File: config.mk
export PLATFORM = sky130hd
export DESIGN_NAME = clk_period_meter
export DESIGN_NICKNAME = d
export VERILOG_FILES = /design/src/rtl/clk_period_meter.sv
export SDC_FILE = /design/constraint.sdc
export NUM_CORES = 1
export LEC_CHECK = 0
export CORE_MARGIN = 5
export CORE_UTILIZATION = 59
export DETAILED_ROUTE_END_ITERATION = 6
export GPL_TIMING_DRIVEN = 1
export PLACE_DENSITY = 0.84
export SYNTH_ARGS = -nofsm -noshare
export SYNTH_HDL_FRONTEND = slang
export SYNTH_SLANG_ARGS = --single-unit
File: constraint.sdc
create_clock -name clk_in -period 4.1 [get_ports clk_in]
set_input_delay 1.23 -clock clk_in [delete_from_list [all_inputs] [get_ports clk_in]]
set_output_delay 1.23 -clock clk_in [all_outputs]
set_load 0.005 [all_outputs]
File: src/rtl/clk_period_meter.sv
// Measures period and high time of a slow, possibly asynchronous square wave in
// clk_in cycles, with lock detection on repeated periods and loss detection on stall.
module clk_period_meter #(
  parameter int CNT_BITS = 16
) (
  input  logic                clk_in,
  input  logic                reset,
  input  logic                sig_in,
  output logic [CNT_BITS-1:0] period,
  output logic [CNT_BITS-1:0] high_time,
  output logic                period_valid,
  output logic                locked,
  output logic                lost
);

  localparam logic [1:0] ST_IDLE    = 2'd0;
  localparam logic [1:0] ST_MEASURE = 2'd1;
  localparam logic [1:0] ST_LOST    = 2'd2;

  localparam logic [CNT_BITS-1:0] CNT_MAX = '1;
  localparam logic [CNT_BITS-1:0] CNT_ONE = CNT_BITS'(1);

  function automatic logic [CNT_BITS-1:0] sat_inc(input logic [CNT_BITS-1:0] v);
    return (v == CNT_MAX) ? v : v + CNT_ONE;
  endfunction

  logic                r_sig_p0;
  logic                r_sig_p1;
  logic                r_sig_p2;
  logic [CNT_BITS-1:0] r_cnt;
  logic [CNT_BITS-1:0] r_prev;
  logic [CNT_BITS-1:0] r_period;
  logic [CNT_BITS-1:0] r_high;
  logic                r_pv;
  logic                r_locked;
  logic                r_lost;
  logic [1:0]          r_state;

  logic w_rise;
  logic w_fall;
  logic w_sat;

  // Stage p0/p1: two-flop synchronizer; p2 delays the synchronized level for edge detect.
  always_ff @(posedge clk_in or posedge reset) begin
    if (reset) begin
      r_sig_p0 <= 1'b0;
      r_sig_p1 <= 1'b0;
      r_sig_p2 <= 1'b0;
    end else begin
      r_sig_p0 <= sig_in;
      r_sig_p1 <= r_sig_p0;
      r_sig_p2 <= r_sig_p1;
    end
  end

  assign w_rise = r_sig_p1 & ~r_sig_p2;
  assign w_fall = ~r_sig_p1 & r_sig_p2;
  assign w_sat  = (r_cnt == CNT_MAX);

  // Loading 1 on the rise makes the count at the next edge equal the true interval.
  always_ff @(posedge clk_in or posedge reset) begin
    if (reset) begin
      r_cnt <= '0;
    end else if (w_rise) begin
      r_cnt <= CNT_ONE;
    end else begin
      r_cnt <= sat_inc(r_cnt);
    end
  end

  // Measurement FSM; a rise always takes priority over saturation.
  always_ff @(posedge clk_in or posedge reset) begin
    if (reset) begin
      r_state  <= ST_IDLE;
      r_period <= '0;
      r_high   <= '0;
      r_prev   <= '0;
      r_pv     <= 1'b0;
      r_locked <= 1'b0;
      r_lost   <= 1'b0;
    end else begin
      r_pv <= 1'b0;
      case (r_state)
        ST_IDLE: begin
          if (w_rise) r_state <= ST_MEASURE;
        end
        ST_MEASURE: begin
          if (w_fall) r_high <= r_cnt;
          if (w_rise) begin
            r_period <= r_cnt;
            r_pv     <= 1'b1;
            r_locked <= (r_cnt == r_prev);
            r_prev   <= r_cnt;
          end else if (w_sat) begin
            r_state  <= ST_LOST;
            r_lost   <= 1'b1;
            r_locked <= 1'b0;
            r_prev   <= '0;
          end
        end
        ST_LOST: begin
          if (w_rise) begin
            r_lost  <= 1'b0;
            r_state <= ST_MEASURE;
          end
        end
        default: r_state <= ST_IDLE;
      endcase
    end
  end

  assign period       = r_period;
  assign high_time    = r_high;
  assign period_valid = r_pv;
  assign locked       = r_locked;
  assign lost         = r_lost;

endmodule
==> run notes <==
The flow completed. The detail route stage leaves a number of antenna-violating nets equal to 0. Starting utilization of the core area landed at 61.5%. Net count of the mapped netlist landed at 257. The placement stage leaves a total instance area of 3530 sq um.

Required time of the critical path landed at 2.87 ns. Met3 demand-to-capacity share in global routing landed at 3.75%. Number of endpoints with negative hold slack in the final report landed at 0. Fraction of final layout cells with drive strength greater than 1 landed at 23.5%. Traced cell by cell, the critical path runs through clkdlybuf4s50_1. Sum of negative setup slack landed at 0 ns.

Synthesized area divided by synthesized cell count landed at 12.7 sq um. Area used by sequential logic in the layout landed at 1800 sq um. The flow ran to the end, and the final reports show no timing, DRC or antenna violations. The final layout report lists a filler cell count of 365. Global routing usage summed across all routing layers landed at 18.7%. Logic share of the area landed at 32.6%. Post-route total power landed at 1.73 mW. Half-perimeter wire length after placement landed at 4050 um. The floorplan has 26 rows. Summing over the stages, the warning tally comes to 26. In the synthesized netlist, the dominant kind of combinational cell is multiplexers. Met2 layer wire length in the routed design landed at 3050 um.

Synthesized netlist cell count landed at 253. The gate-level netlist out of Yosys references 41 unique cell types. Number of synthesized register bits landed at 72.

The finished layout holds 355 standard cells, fillers aside. Power per unit of standard cell area landed at 463 nW/um^2. Final setup violation count landed at 0. IR analysis of the VDD net gives a maximum drop of 0.261 mV. The synthesis report lists the Yosys warning total as 0. For the worst setup path, the data arrival time is 1.21 ns. The final report gives the core utilization as 72.0%. Final worst-path setup slack landed at 1.66 ns.
## final timing paths
check,from,to,slack [ns],depth (start not counted)
max,high_time[1]$_DFFE_PP0P_,high_time[1],1.66,1
min,r_sig_p0$_DFF_PP0_,r_sig_p1$_DFF_PP0_,0.35,0
max reg2reg,r_cnt[0]$_DFFE_PP0P_,r_prev[9]$_DFFE_PP0P_,1.68,5
min reg2reg,r_sig_p0$_DFF_PP0_,r_sig_p1$_DFF_PP0_,0.35,0
max in group asynchronous,reset,period[6]$_DFFE_PP0N_,2.05,3
min in group asynchronous,reset,r_prev[15]$_DFFE_PP0P_,1.48,3
## power by group
part | total, mW | leakage [nW] | switching [mW] | internal (mW)
Sequential | 0.872 | 0.967 | 0.0849 | 0.787
Combinational | 0.276 | 0.587 | 0.106 | 0.170
Clock | 0.585 | 0.113 | 0.238 | 0.347
class_map.png
Drawn at 6 px/um.
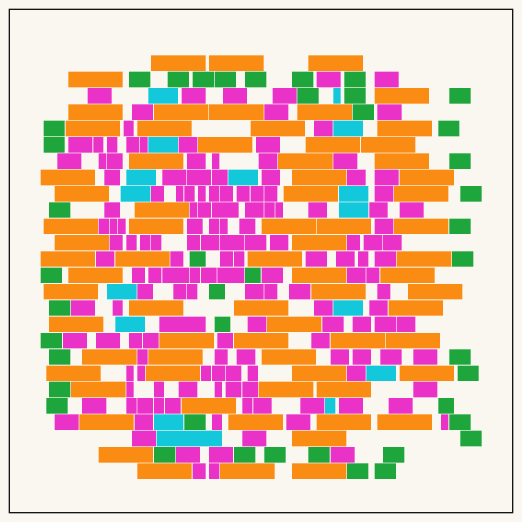
Key: green = remaining buffers and delay cells [cells 42, share of their area 11%]; orange = sequential cells [cells 72, share of their area 49%]; magenta = remaining logic cells [cells 155, share of their area 34%]; cyan = clock drivers and dummy loads [cells 16, share of their area 5.9%]

closeup.png
Region (34, 34) to (84, 84) um. Cells in grey, sequential cells in the stronger grey; small squares are vias.
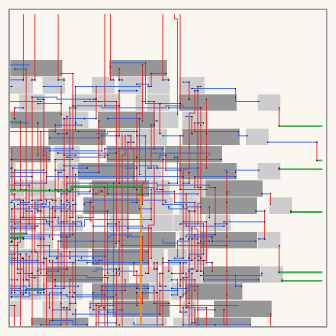
Key: orange = M4; blue = M1; green = M3; red = M2
Netlist names of flops here include r_prev (11), high_time (8), r_cnt (4). Most frequent: dfrtp_1 (28), clkdlybuf4s50_1 (13), xnor2_1 (11). 103 logic cells have their middle in the window. Sequential cells in the window: 28.

m3.png
Drawn at 6 px/um. Cells faint in the background.
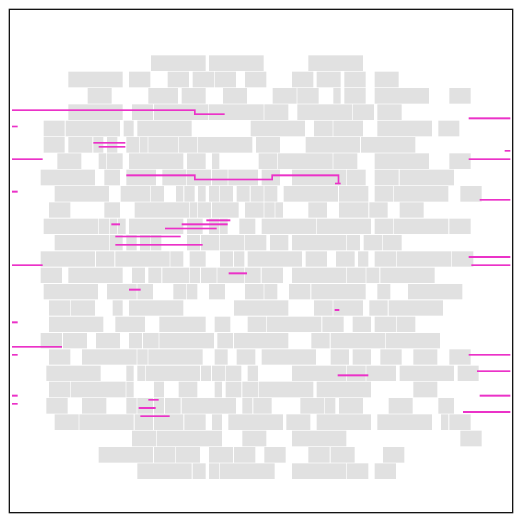
The wires run mostly horizontal. 30 nets have wire on it. The layer holds 3.6% of the routed length. The layer carries 224 um of wire. The longest straight run is 30.4 um.

pinout.png
Drawn at 4 px/um. Pins as bars across the die edge, other pins in grey.
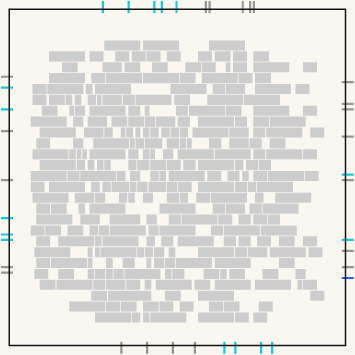
Key: cyan = period [pins 16, direction output, edge 5 west, 5 north, 4 south, 2 east]; blue = reset [pins 1, direction input, edge east]
All pins by edge: 10 west, 10 east, 10 north, 8 south.

clock_nets.png
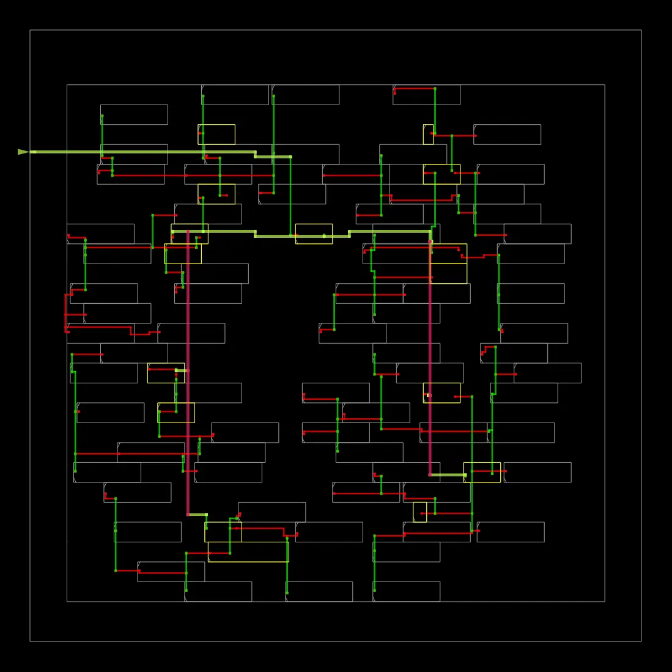
clock buffer count: 14
Final Skew: 0.00538 ns

Power figures rest on the tool's default switching activity, not on a simulated workload.
